Figure 1. Gate families picked out (run 1).
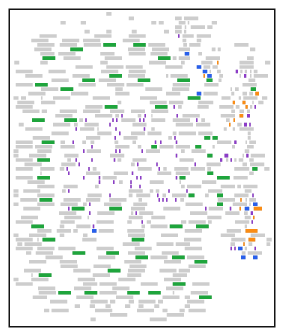
Figure 2. Clock nets (run 1).
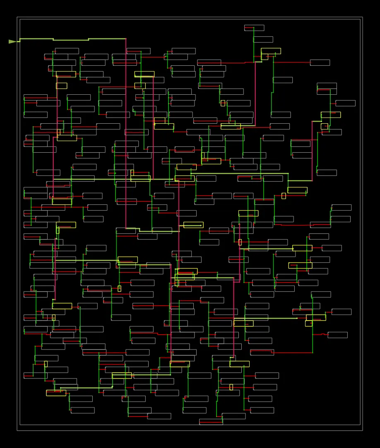
Figure 3. Cells coloured by class (run 1).
The bar under the picture is 50 um long. Fill, decap, tap and diode cells in grey.
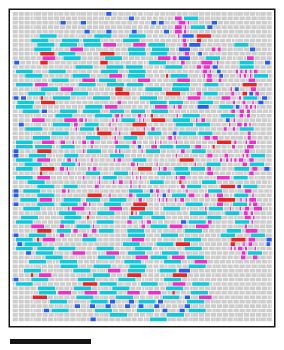
Figure 4. The metal 2 layer (run 1).
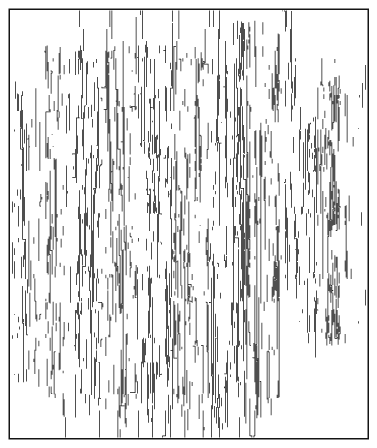
**config.mk**
```make
export PLATFORM = sky130hd
export DESIGN_NAME = event_uart_tx_flat
export DESIGN_NICKNAME = d
export VERILOG_FILES = /design/src/rtl/event_uart_tx_if.sv /design/src/rtl/event_uart_tx.sv /design/src/flat_wrapper.sv
export SDC_FILE = /design/constraint.sdc
export NUM_CORES = 1
export LEC_CHECK = 0
export CAP_MARGIN = 25
export CELL_PAD_IN_SITES_DETAIL_PLACEMENT = 1
export CELL_PAD_IN_SITES_GLOBAL_PLACEMENT = 2
export CORE_ASPECT_RATIO = 1.2
export CORE_UTILIZATION = 30
export CTS_CLUSTER_SIZE = 16
export DETAILED_ROUTE_END_ITERATION = 8
export PLACE_DENSITY_LB_ADDON = 0.1
export SKIP_LAST_GASP = 1
export SLEW_MARGIN = 15
export SYNTH_ARGS = -nofsm -noshare
export SYNTH_HDL_FRONTEND = slang
export SYNTH_SLANG_ARGS = --single-unit
```
**constraint.sdc**
```tcl
create_clock -name clk -period 2.85 [get_ports clk]
set_clock_uncertainty 0.2 [all_clocks]
set_input_delay 0.285 -clock clk [delete_from_list [all_inputs] [get_ports clk]]
set_output_delay 0.285 -clock clk [all_outputs]
set_load 0.02 [all_outputs]
```
**src/rtl/event_uart_tx_if.sv**
```systemverilog
// Event strobe in, UART line and status out, for the buffered event reporter.
interface event_uart_tx_if #(
    parameter int ADDR_W = 2
);
    logic              go;
    logic [7:0]        header;
    logic [31:0]       counter;
    logic              TxD;
    logic              busy;
    logic              done;
    logic              overflow;
    logic [ADDR_W:0]   fifo_count;

    // Event logic side: drives strobes, watches the line and status.
    modport master (
        output go, header, counter,
        input  TxD, busy, done, overflow, fifo_count
    );

    // Reporter side.
    modport slave (
        input  go, header, counter,
        output TxD, busy, done, overflow, fifo_count
    );
endinterface

```
**src/rtl/event_uart_tx.sv**
```systemverilog
// Buffered serial event reporter: queues {header, counter} events and sends
// each as five 8N1 bytes (header first, then counter MSB to LSB) on TxD.
module event_uart_tx #(
    parameter int CLKS_PER_BIT = 434,
    parameter int FIFO_DEPTH   = 4,
    parameter int ADDR_W       = 2
) (
    input  logic         clk,
    input  logic         rst_n,
    event_uart_tx_if.slave bus
);

    localparam int                  TIMER_W      = $clog2(CLKS_PER_BIT);
    localparam logic [TIMER_W-1:0]  TIMER_RELOAD = TIMER_W'(CLKS_PER_BIT - 1);
    localparam logic [ADDR_W:0]     COUNT_FULL   = (ADDR_W + 1)'(FIFO_DEPTH);

    typedef enum logic [2:0] {
        IDLE,
        LOAD,
        START,
        DATA,
        STOP
    } state_t;

    state_t               state_q, state_d;
    logic [39:0]          mem [FIFO_DEPTH];
    logic [ADDR_W-1:0]    wr_ptr_q, rd_ptr_q;
    logic [ADDR_W:0]      count_q;
    logic [39:0]          frame_q;
    logic [7:0]           byte_q;
    logic [2:0]           bit_idx_q;
    logic [2:0]           byte_idx_q;
    logic [TIMER_W-1:0]   timer_q;
    logic                 tx_q, tx_d;
    logic                 done_q, done_d;
    logic                 overflow_q;
    logic                 busy_d;
    logic                 full, push, pop, timer_zero;

    // A pop on the same edge never frees a slot for the push, so full is
    // judged on the registered occupancy alone.
    assign full       = (count_q == COUNT_FULL);
    assign push       = bus.go && !full;
    assign pop        = (state_q == IDLE) && (count_q != '0);
    assign timer_zero = (timer_q == '0);

    // Event storage written on accepted strobes.
    // NOTE: the storage array has no reset; clearing the pointers and count
    // is enough to discard queued events, and a plain array maps to RAM.
    always_ff @(posedge clk) begin
        if (push) mem[wr_ptr_q] <= {bus.header, bus.counter};
    end

    // Queue pointers, occupancy and the drop indicator.
    always_ff @(posedge clk or negedge rst_n) begin
        if (!rst_n) begin
            wr_ptr_q   <= '0;
            rd_ptr_q   <= '0;
            count_q    <= '0;
            overflow_q <= 1'b0;
        end else begin
            if (push) wr_ptr_q <= wr_ptr_q + 1'b1;
            if (pop)  rd_ptr_q <= rd_ptr_q + 1'b1;
            if (push && !pop)      count_q <= count_q + 1'b1;
            else if (!push && pop) count_q <= count_q - 1'b1;
            overflow_q <= bus.go && full;
        end
    end

    // FSM state register.
    // NOTE: every clocked block uses non-blocking assignments so all
    // registers update from the same pre-edge values.
    always_ff @(posedge clk or negedge rst_n) begin
        if (!rst_n) state_q <= IDLE;
        else        state_q <= state_d;
    end

    // Next-state and line-level decode for the current state.
    // NOTE: defaults come first so no path leaves an output unassigned,
    // which would otherwise infer a latch.
    always_comb begin
        state_d = state_q;
        busy_d  = 1'b1;
        tx_d    = 1'b1;
        done_d  = 1'b0;
        case (state_q)
            IDLE: begin
                busy_d = 1'b0;
                if (count_q != '0) state_d = LOAD;
            end
            LOAD: state_d = START;
            START: begin
                tx_d = 1'b0;
                if (timer_zero) state_d = DATA;
            end
            DATA: begin
                tx_d = byte_q[bit_idx_q];
                if (timer_zero && bit_idx_q == 3'd7) state_d = STOP;
            end
            STOP: begin
                if (timer_zero) begin
                    if (byte_idx_q == 3'd4) begin
                        done_d  = 1'b1;
                        state_d = IDLE;
                    end else begin
                        state_d = LOAD;
                    end
                end
            end
            default: state_d = IDLE;
        endcase
    end

    // Bit timer, bit/byte indices, frame shifter and registered line outputs.
    // TxD is registered so the pin never glitches on state decode; that
    // register is what puts the first start-bit fall three edges after go.
    always_ff @(posedge clk or negedge rst_n) begin
        if (!rst_n) begin
            timer_q    <= '0;
            bit_idx_q  <= '0;
            byte_idx_q <= '0;
            frame_q    <= '0;
            byte_q     <= '0;
            tx_q       <= 1'b1;
            done_q     <= 1'b0;
        end else begin
            tx_q   <= tx_d;
            done_q <= done_d;

            // Reload on every state change and every bit boundary, so each
            // bit lasts exactly CLKS_PER_BIT cycles with no drift.
            if (state_d != state_q || timer_zero) timer_q <= TIMER_RELOAD;
            else                                  timer_q <= timer_q - 1'b1;

            if (pop) begin
                frame_q    <= mem[rd_ptr_q];
                byte_idx_q <= '0;
            end

            if (state_q == LOAD) begin
                byte_q  <= frame_q[39:32];
                frame_q <= {frame_q[31:0], 8'h00};
            end

            if (state_q == START)                   bit_idx_q <= '0;
            else if (state_q == DATA && timer_zero) bit_idx_q <= bit_idx_q + 1'b1;

            if (state_q == STOP && timer_zero && byte_idx_q != 3'd4)
                byte_idx_q <= byte_idx_q + 1'b1;
        end
    end

    assign bus.TxD        = tx_q;
    assign bus.busy       = busy_d;
    assign bus.done       = done_q;
    assign bus.overflow   = overflow_q;
    assign bus.fifo_count = count_q;

endmodule

```
**src/flat_wrapper.sv**
```systemverilog
// flat-port wrapper written by rule: the top's interface ports become plain ports
module event_uart_tx_flat 
#(
    parameter int CLKS_PER_BIT = 434,
    parameter int FIFO_DEPTH   = 4,
    parameter int ADDR_W       = 2
)
  (clk, rst_n, bus_go, bus_header, bus_counter, bus_TxD, bus_busy, bus_done, bus_overflow, bus_fifo_count);
  event_uart_tx_if #(.ADDR_W(ADDR_W)) bus_i ();
  input  logic clk;
  input  logic rst_n;
  input wire logic [$bits(bus_i.go)-1:0] bus_go;
  input wire logic [$bits(bus_i.header)-1:0] bus_header;
  input wire logic [$bits(bus_i.counter)-1:0] bus_counter;
  output wire logic [$bits(bus_i.TxD)-1:0] bus_TxD;
  output wire logic [$bits(bus_i.busy)-1:0] bus_busy;
  output wire logic [$bits(bus_i.done)-1:0] bus_done;
  output wire logic [$bits(bus_i.overflow)-1:0] bus_overflow;
  output wire logic [$bits(bus_i.fifo_count)-1:0] bus_fifo_count;
  assign bus_i.go = bus_go;
  assign bus_i.header = bus_header;
  assign bus_i.counter = bus_counter;
  assign bus_TxD = bus_i.TxD;
  assign bus_busy = bus_i.busy;
  assign bus_done = bus_i.done;
  assign bus_overflow = bus_i.overflow;
  assign bus_fifo_count = bus_i.fifo_count;
  event_uart_tx #(.CLKS_PER_BIT(CLKS_PER_BIT), .FIFO_DEPTH(FIFO_DEPTH), .ADDR_W(ADDR_W)) u_core (.clk(clk), .rst_n(rst_n), .bus(bus_i));
endmodule
```
==> notes.md, run 1 <==
The synthesis and place-and-route flow finished, so here is a summary.

The flow ran to the end, and the final reports show no timing, DRC or antenna violations. The launching element type of the critical path is a register. For reference, simple AND, OR, NAND and NOR cells occupy under 10% of the area reported after synthesis. The mean instance size in the synthesized netlist is ~18 sq um. The cell-mix breakdown from Yosys lists the compound-gate area share as a little over 5%. The width of the die is 162 um. The tightest slew margin relative to the limit is between 50 and 60%.

The floorplan report lists the tap cell count as a little under 400. The total half-perimeter wirelength after legalization and detailed placement is around 12 mm. For reference, the top cells by count after synthesis are sky130_fd_sc_hd__edfxtp_1, sky130_fd_sc_hd__dfrtp_1, sky130_fd_sc_hd__nand2_1, sky130_fd_sc_hd__mux4_2, sky130_fd_sc_hd__a22oi_1. The count of plain and timing-repair buffers came out at about 70. The biggest slice of the area belongs to registers.

The total number of H-tree levels came out at 1. Setup repair after global routing left no endpoint under its margin. For reference, the critical path is launched at u_core.bus.fifo_count[1]. Of the total synthesized cell area, the portion taken by XOR and XNOR cells is under 10%. The tally of nets with antenna violations remaining after routing is 0. The hold violation total from the final report came out at 0. In the global route stage, met2 resource usage came out at between 20 and 25%. The area used by multi-input combinational logic is 2330 sq um. The design draws between 10000 and 15000 uW. The registers reported with the highest flop counts are u_core.mem (160), u_core.frame_q (40), u_core.timer_q (9). sky130_fd_sc_hd__edfxtp_1 takes more of the synthesized area than any other cell. In the final design database the tool counted ~650 nets. The synthesized design contains 236 register bits. The actual slew at the worst max-slew pin is between 0.7 and 0.8 ns. The cell count of the worst reg-to-reg path is 9. The achievable frequency is 398 MHz. The tree built by TritonCTS fans out to between 200 and 250 sinks. Entering global routing, the biggest net connects approximately 52 pins. The vertical die size is around 190 um. Per report_power, the top consumer among the power groups is registers.

The synthesized instance count is 527. The number of max-slew violations in the final report is 0. Wire segments on met3 add up to around 530 um in the final route.

At the floorplan stage, the core utilization is reported as between 30% and 40%. Ranking logic cells in the layout by count gives the top entries sky130_fd_sc_hd__edfxtp_1, sky130_fd_sc_hd__nand2_1, sky130_fd_sc_hd__dfrtp_1. On met3, the global router reports a usage of under 10%. Cell internal power was estimated by the tool at roughly 7700 uW.

The sequential cell power is around 5000 uW. The standby leakage power came out at 0.00399 uW. The switching share of power is 28.2%.

The most congested layer reported by global routing is met2. The number of cell instances after yosys synthesis is 527. The area taken by sequential standard cells is reported as 6710 sq um.

The area of the chip came out at between 30000 and 40000 sq um. The combinational gate power came out at ~2500 uW. The number of top-level pins is roughly 50.

The net switching power figure came out at between 3000 and 4000 uW. The tightest hold path in the finished design has a slack of about 0.14 ns. The maximum vdd drop came out at 0.000388 V. The count of non-CTS inverters in the layout is 12. The multiplexer share of the synthesized area came out at between 10% and 20%. The via count of the first global-routing pass is ~5400. u_core.mem holds more flip-flops than any other register. The minimum period implied by the final worst setup slack came out at roughly 2.5 ns. The maximum net fanout on the critical path is 5. The total number of cells along the worst setup path is 9. The buffer-and-inverter tally for the worst setup path came out at 2. Compared with the post-synthesis result, the final layout area differs by 20.4%. The number of flip-flops under the largest register name is 160. The number of input and output port buffers inserted came out at roughly 49. The number of diodes added for antenna fixing came out at 0. The power density of the placed cells came out at 960 nW/um^2. The total of hold buffers inserted after clock tree synthesis is 1.

The number of synthesized flops with an enable pin is 160. In the final routing, the length of wire on met1 measures about 8.1 mm. After detailed routing, the average wire length per cell comes to roughly 20 um. After detailed routing, the number of remaining DRC violations is 0.

The placed instance count came out at 965. The synthesis stats list as the most numerous cell sky130_fd_sc_hd__edfxtp_1. The part of the total power dissipated in combinational logic is between 20% and 30%. The setup TNS is 0 ns.

After synthesis, the largest family of logic cells by area is multiplexers. Sorting the synthesized cells by area gives the leading types as sky130_fd_sc_hd__edfxtp_1, sky130_fd_sc_hd__dfrtp_1, sky130_fd_sc_hd__mux4_2. The number of gates given a new drive strength after cts is 0. The final estimated routing congestion in global placement came out at 0.675. The clock edge transition at the registers on the reported setup and hold paths is around 0.06 ns. The worst-case clock buffer depth is 3. The max-capacitance violation count came out at 0. The flop share of the area came out at about three fifths. In this run the standard cell core region covers between 30000 and 40000 sq um. The uppermost signal routing layer after detailed routing is met4. The flop-to-flop setup slack came out at 0.34 ns. Buffers added to address setup during post-CTS repair amount to 0. The timing report attributes the biggest portion of critical-path delay to simple AND/OR/NAND/NOR gates. The slowest stage of the critical path is the sky130_fd_sc_hd__dfrtp_1 cell. The total global-route track usage came out at about an eighth. The number of buffers added by the clock tree synthesis step is 26. The routed layout has approximately 4800 vias. The number of warnings printed during yosys synthesis came out at 0. The critical register-to-register path startpoint is u_core.bus.fifo_count[1]. The number of placement rows came out at 70.

The synthesized netlist occupies a cell area of a little over 9000 sq um. The fraction of registers with async set/reset is about 32%. The portion of total power attributed to sequential cells came out at 46.6%. The number of warnings the tools reported is 31. The class of the worst hold path is in2async.

The part of the total power dissipated in the clock network is a little over 30%. In the synthesized netlist the dominant register cell turns out to be sky130_fd_sc_hd__edfxtp_1. The final worst setup slack came out at approximately 0.34 ns. The setup-violating endpoint count in the final report is 0. The share of synthesized cell area in full adder, half adder and majority cells is between 1.5 and 2%. The end point of the critical path is u_core.bus.fifo_count[2].

For this run, the register share of the synthesized area comes to slightly above 70%. The floorplan net count came out at between 500 and 600. The worst setup path is captured at a register. The report lists the cells along the critical path as or3_1, and2_1, inv_1, ha_1, inv_1, fa_1, xor2_1, nor2_1, xor2_1. The proportion of cell area spent on the clock network came out at ~7.4%. The wire length of the first global-routing pass came out at 31.8 mm. The setup path with the least slack is of type reg2reg. The fraction of final layout cells sized beyond drive strength 1 is between 10% and 20%. The total iterations of the first detailed-routing run is 4. The delay of the slowest cell on the worst path is between 0.4 and 0.5 ns. ~250 cells are multi-input combinational gates. The via density per instance came out at between 4 and 5. The routed length on met2 came out at approximately 11 mm.

The met1 demand-to-capacity share in global routing came out at 15.8%. The area of the synthesized netlist per yosys stat is 9230 sq um. TritonCTS built the clock tree. Looking at the reg2reg group, the worst path ends at u_core.bus.fifo_count[2]. The final critical path takes up about nine tenths of the cycle. The wire length reported by the detailed router came out at approximately 20 mm.

The arrival time at the worst endpoint is about 2.8 ns. The relative area of non-clock buffer cells in the final design is between 6 and 7%. The count of cell types in the netlist is approximately 44. In this run the cell area measured after placement is 10300 sq um.
## Picture notes: Figure 1
legend:
  XOR/XNOR gates:
    colour: blue
    cells: 11
  multiplexers:
    colour: green
    cells: 54
    where: widely spread
  NOR gates:
    colour: orange
    cells: 16
  NAND gates:
    colour: purple
    cells: 84
Commonest Layout Cell: sky130_fd_sc_hd__edfxtp_1
non-filler instance count after layout: 1012
multi-input logic portion of the cell area: 21.0%

## Picture notes: Figure 2
number of clock buffers in the layout: 35
P_clk: 3240 uW
insertion delay of the later-clocked pin in the worst-skew pair: 0.53 ns
layout sequential cell count: 236

## Picture notes: Figure 3
legend:
  other buffers and delay cells:
    colour: blue
    cells: 68
    share_of_their_area: 6.7%
  flops:
    colour: cyan
    cells: 236
    share_of_their_area: 63%
  clock drivers and dummy loads:
    colour: red
    cells: 46
    share_of_their_area: 7.7%
  all other logic:
    colour: magenta
    cells: 266
    share_of_their_area: 22%
cell area after layout: 11100 sq um
Core Util, Final: 36.6%

## Picture notes: Figure 4
longest straight run: 81.9 um
wire length on this layer: 11000 um
nets with wire on the layer: 600

Figure 5. Sizing map (run 1).
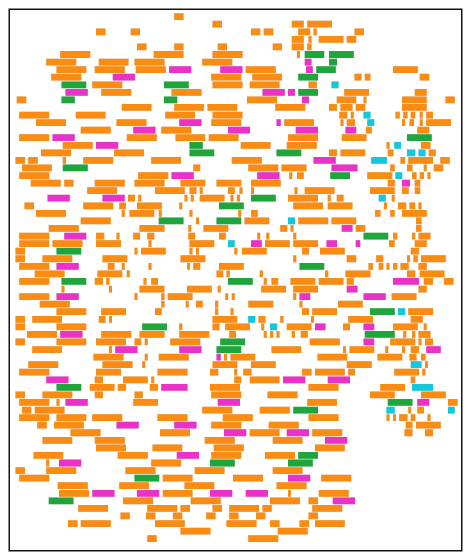

==> run 2: changes to the inputs <==
--- a/config.mk
+++ b/config.mk
@@ -9,7 +9,7 @@
 export CELL_PAD_IN_SITES_DETAIL_PLACEMENT = 1
 export CELL_PAD_IN_SITES_GLOBAL_PLACEMENT = 2
 export CORE_ASPECT_RATIO = 1.2
-export CORE_UTILIZATION = 30
+export CORE_UTILIZATION = 45
 export CTS_CLUSTER_SIZE = 16
 export DETAILED_ROUTE_END_ITERATION = 8
 export PLACE_DENSITY_LB_ADDON = 0.1
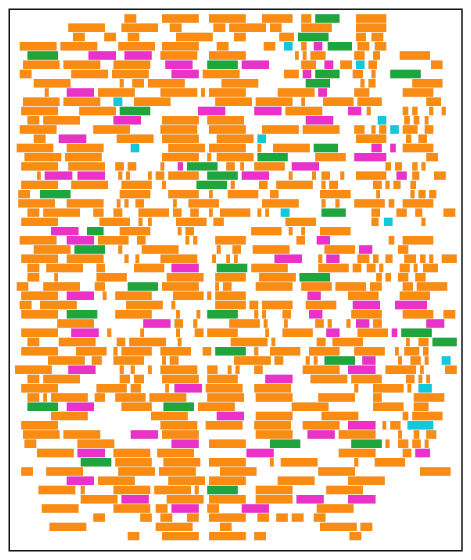
Figure 6: run 2, sizing map.
legend:
  drive 6 and up:
    colour: green
    cells: 33
    share: 5.4%
  drive 2:
    colour: magenta
    cells: 63
    share: 10%
  drive 3 to 4:
    colour: cyan
    cells: 12
    share: 2.0%
  drive 1 or less:
    colour: orange
    cells: 502
    share: 82%

==> notes.md, run 2 <==
The synthesis and place-and-route flow finished, so here is a summary.

The tally of nets with antenna violations remaining after routing was 0 (unchanged). The hold violation total from the final report is 0 (unchanged). The wire length of the first global-routing pass came out at 29.4 mm (-7.4%).

The flow ran to the end, and the final reports show no timing, DRC or antenna violations. The met2 layer usage reported by global route is 32.7% (+8.1 points). The worst setup path is captured at a register. The largest registers in the layout are u_core.mem (160), u_core.frame_q (40), u_core.timer_q (9).

The maximum net fanout on the critical path is 5 (unchanged). The total area of sequential cells came out at 6710 sq um (about the same). The clock group power came out at 2850 uW (-12%). The part of the total power dissipated in the clock network came out at 27.9% (-2.4 points). The total power of the final layout is 10200 uW (-4.4%). The detailed router used layers up to and including met4. The area fraction in compound gates was 5.04% (unchanged). The part of the total power dissipated in combinational logic is 22.9% (-0.2 points). The setup-violating endpoint count in the final report is 0 (unchanged). The standby leakage power was 0.00392 uW (-1.9%). The initial cell density of the core came out at 45.7% (+15 points).

The proportion of cell area spent on the clock network came out at 6.57% (-0.83 points). The post-synthesis cell area came out at 9230 sq um (unchanged). The area of the chip came to 21100 sq um (-33%). The well tap count came out at 265 (-33%). The area used by multi-input combinational logic was 2330 sq um (-0.32%).

The post-layout net count came out at 648 (-0.77%). The width of the die was 133 um (-18%). The number of cell instances after yosys synthesis came out at 527 (unchanged). Ranked by power, first place goes to registers. The most critical setup path has its startpoint at u_core.bus.fifo_count[0]. The pin count of the biggest net entering global routing was 47 (-9.6%). The most frequently used library cell after synthesis is sky130_fd_sc_hd__edfxtp_1.

The number of gates given a new drive strength after cts is 0 (unchanged). The cell taking the most area after synthesis is sky130_fd_sc_hd__edfxtp_1. The total of hold buffers inserted after clock tree synthesis is 1 (unchanged). The relative area of non-clock buffer cells in the final design is 6.45% (+0.081 points).

The delay of the slowest cell on the worst path is 0.44 ns (+0.02 ns). The switching share of power came out at 27.5% (-0.69 points). The critical path is of the reg2reg type. The buffer-and-inverter tally for the worst setup path came to 2 (unchanged). The multi-input combinational gate total came to 254 (unchanged). The simple-gate portion of the synthesized area is 5.83% (unchanged). The multiplexer share of the synthesized area is 11.5% (unchanged). The area growth from synthesis to layout came out at 17.2%. The sequential cell power is 5020 uW (+1%). The max-capacitance violation count is 0 (unchanged). The net switching power figure is 2810 uW (-6.7%). The number of warnings the tools reported is 31 (unchanged). The cell count of the worst reg-to-reg path came to 9 (unchanged). The period utilization came out at 90.1% (+1.9 points). The count of cell types in the netlist came to 44 (unchanged). The fraction of registers with async set/reset came out at 32.2% (unchanged).

The instance tally after logic synthesis is 527 (unchanged). The standard cell core area is 20200 sq um (-34%). STA classifies the critical path startpoint as a register. By instance count after routing, the leading logic cell type is sky130_fd_sc_hd__edfxtp_1. The clock insertion delay at the later pin of the skew report is 0.51 ns (-0.02 ns). The number of design rule violations left after detail routing came out at 0 (unchanged). The met3 capacity usage during global routing is 2.49% (+0.50 points). The kind of cell with the highest combined delay on the critical path is simple AND/OR/NAND/NOR gates. The minimum period implied by the final worst setup slack is 2.57 ns (+0.0537 ns).

The arrival time at the worst endpoint came out at 2.81 ns (+0.06 ns). The detailed-route via count came to 4751 (-0.50%). The total iterations of the first detailed-routing run came out at 4 (unchanged).

The final standard cell count with taps included and fillers excluded is 875 (-14%).
Figure 7. Clock nets (run 2).
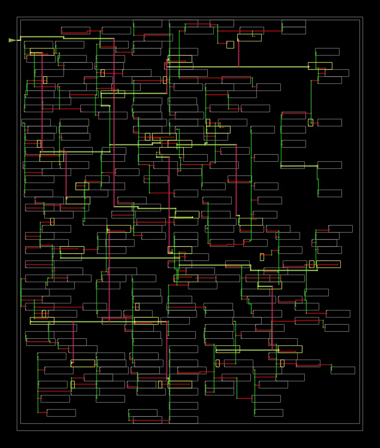

==> run 3: changes to the inputs <==
--- a/config.mk
+++ b/config.mk
@@ -5,14 +5,13 @@
 export SDC_FILE = /design/constraint.sdc
 export NUM_CORES = 1
 export LEC_CHECK = 0
-export CAP_MARGIN = 25
 export CELL_PAD_IN_SITES_DETAIL_PLACEMENT = 1
 export CELL_PAD_IN_SITES_GLOBAL_PLACEMENT = 2
 export CORE_ASPECT_RATIO = 1.2
-export CORE_UTILIZATION = 45
+export CORE_UTILIZATION = 30
 export CTS_CLUSTER_SIZE = 16
 export DETAILED_ROUTE_END_ITERATION = 8
-export PLACE_DENSITY_LB_ADDON = 0.1
+export PLACE_DENSITY = 0.65
 export SKIP_LAST_GASP = 1
 export SLEW_MARGIN = 15
 export SYNTH_ARGS = -nofsm -noshare
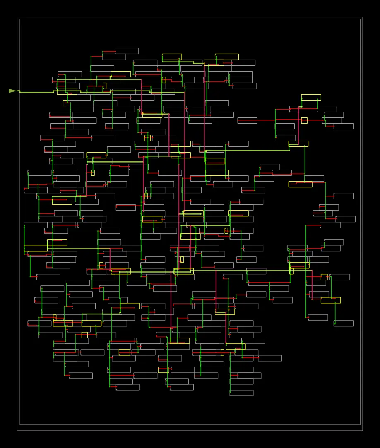
Figure 8: run 3, clock nets.
insertion delay of the later-clocked pin in the worst-skew pair: 0.52 ns
P_clk: 3470 uW
clk sink count: 236

==> notes.md, run 3 <==
The synthesis and place-and-route flow finished, so here is a summary.

The area growth from synthesis to layout came out at 20.9%. The initial cell density of the core is 30.4% (-15 points). The flow ran to the end, and the final reports show no timing, DRC or antenna violations.

The number of design rule violations left after detail routing is 0 (unchanged). The number of placement rows is roughly 70. The total power of the final layout was 10800 uW (+6.2%).

The post-layout net count was 650 (+0.31%). The met3 capacity usage during global routing is 2.18% (-0.31 points). The arrival time at the worst endpoint was 2.76 ns (-0.05 ns).

After detailed routing, the wire length on met1 is 7.93 mm. The post-synthesis cell area is 9230 sq um (unchanged). The registers reported with the highest flop counts are u_core.mem (160), u_core.frame_q (40), u_core.timer_q (9). The standard cell core area came out at 30400 sq um (+51%).

The net switching power figure came to 2960 uW (+5.5%). The wire length of the first global-routing pass came out at 31.2 mm (+5.9%). The most common cell in the netlist is sky130_fd_sc_hd__edfxtp_1.

The multi-input combinational gate total came out at 254 (unchanged). The well tap count came to 396 (+49%). By instance count after routing, the leading logic cell types are sky130_fd_sc_hd__edfxtp_1, sky130_fd_sc_hd__nand2_1, sky130_fd_sc_hd__dfrtp_1. The largest part of the power goes to registers. The total iterations of the first detailed-routing run is 4 (unchanged).

The finished layout cell area is between 10000 and 15000 sq um. The proportion of cell area spent on the clock network is 8.06% (+1.5 points). The hold violation total from the final report was 0 (unchanged). The mean instance size in the synthesized netlist came out at 17.5 sq um.

Counting the inverters off the clock network in the layout gives 12. The delay of the slowest cell on the worst path came out at 0.44 ns (about the same). The switching share of power is 27.3% (-0.18 points). Looking at the clock tree report, the root buffer type is sky130_fd_sc_hd__clkbuf_16. The pin count of the biggest net entering global routing was 43 (-8.5%).

Counting along the longest clock path gives a buffer depth of 3. The maximum net fanout on the critical path is 5 (unchanged). The part of the total power dissipated in combinational logic came out at 22.1% (-0.8 points). The number of antenna violations at the first check in global routing came out at 0. Cell internal power was estimated by the tool at roughly 8000 uW.

Per the final layout report, the fraction of cells sized above drive strength 1 comes to 19.2%. The buffer-and-inverter tally for the worst setup path came out at 2 (unchanged). After clock tree synthesis, the clock-pin slew on the worst setup and hold paths is about 0.06 ns. In this run the worst setup path begins at u_core.bus.fifo_count[0].

The total area of sequential cells came out at 6710 sq um (unchanged). The fraction of registers with async set/reset came out at 32.2% (unchanged). The most used flip-flop cell is sky130_fd_sc_hd__edfxtp_1.

The area used by multi-input combinational logic came out at 2330 sq um (unchanged). For reference, the critical path is captured by u_core.bus.fifo_count[2]. The final standard cell count with taps included and fillers excluded came out at 1011 (+16%).

The area fraction in compound gates came to 5.04% (unchanged). The total of hold buffers inserted after clock tree synthesis came out at 1 (unchanged). The number of buffers added for setup after CTS came out at 0. The cell count of the worst reg-to-reg path is 9 (unchanged). The number of gates given a new drive strength after cts is 0 (unchanged). STA classifies the critical path endpoint as a register. The register with the most flip-flops in the layout has 160 of them. The placement stage leaves a total instance area of slightly above 10000 sq um. The count of cell types in the netlist is 44 (unchanged). The total half-perimeter wirelength after legalization and detailed placement is 11.8 mm. The worst setup path is launched from a register. The period utilization is 88.2% (-1.9 points). The multiplexer share of the synthesized area came out at 11.5% (unchanged). The number of warnings the tools reported is 31 (unchanged). The met2 layer usage reported by global route is 23.4% (-9.3 points).

The instance tally after logic synthesis was 527 (unchanged). The slowest library cell on the worst path is sky130_fd_sc_hd__dfrtp_1. The simple-gate portion of the synthesized area came out at 5.83% (unchanged). The type of the setup path with the least slack is reg2reg. On the critical path the largest part of the delay comes from simple AND/OR/NAND/NOR gates. The detailed-route via count is 4791 (+0.84%). The area of the chip is 31500 sq um (+49%). The critical register-to-register path startpoint is u_core.bus.fifo_count[0]. The relative area of non-clock buffer cells in the final design is 6.14% (-0.31 points). The setup-violating endpoint count in the final report is 0 (unchanged). The max-capacitance violation count came out at 0 (unchanged). For the worst reg-to-reg path, the endpoint reported by OpenROAD is u_core.bus.fifo_count[2].

The sequential cell power was 4970 uW (-1%). The number of synthesized flops with an enable pin came out at ~160. The width of the die came out at 162 um (+22%). Leaving out fill and tap cells, the most frequent cell in the layout is sky130_fd_sc_hd__edfxtp_1.

The part of the total power dissipated in the clock network is 32.0% (+4.1 points). The cell taking the most area after synthesis is sky130_fd_sc_hd__edfxtp_1. The tally of nets with antenna violations remaining after routing is 0 (unchanged). The standby leakage power came to 0.00401 uW (+2.2%). The utilization of the core after routing is about 37%. The highest layer touched by signal routing is met4. The via density per instance came out at ~4.7. The count of plain and timing-repair buffers is ~65.

On met1, the global router reports a usage of between 15 and 20%. The minimum period implied by the final worst setup slack came out at 2.51 ns (-0.0551 ns). The number of cell instances after yosys synthesis was 527 (unchanged). The number of input and output port buffers inserted is 49. The post-placement worst setup slack is 0.332 ns.
Power and IR drop assume default switching activity.
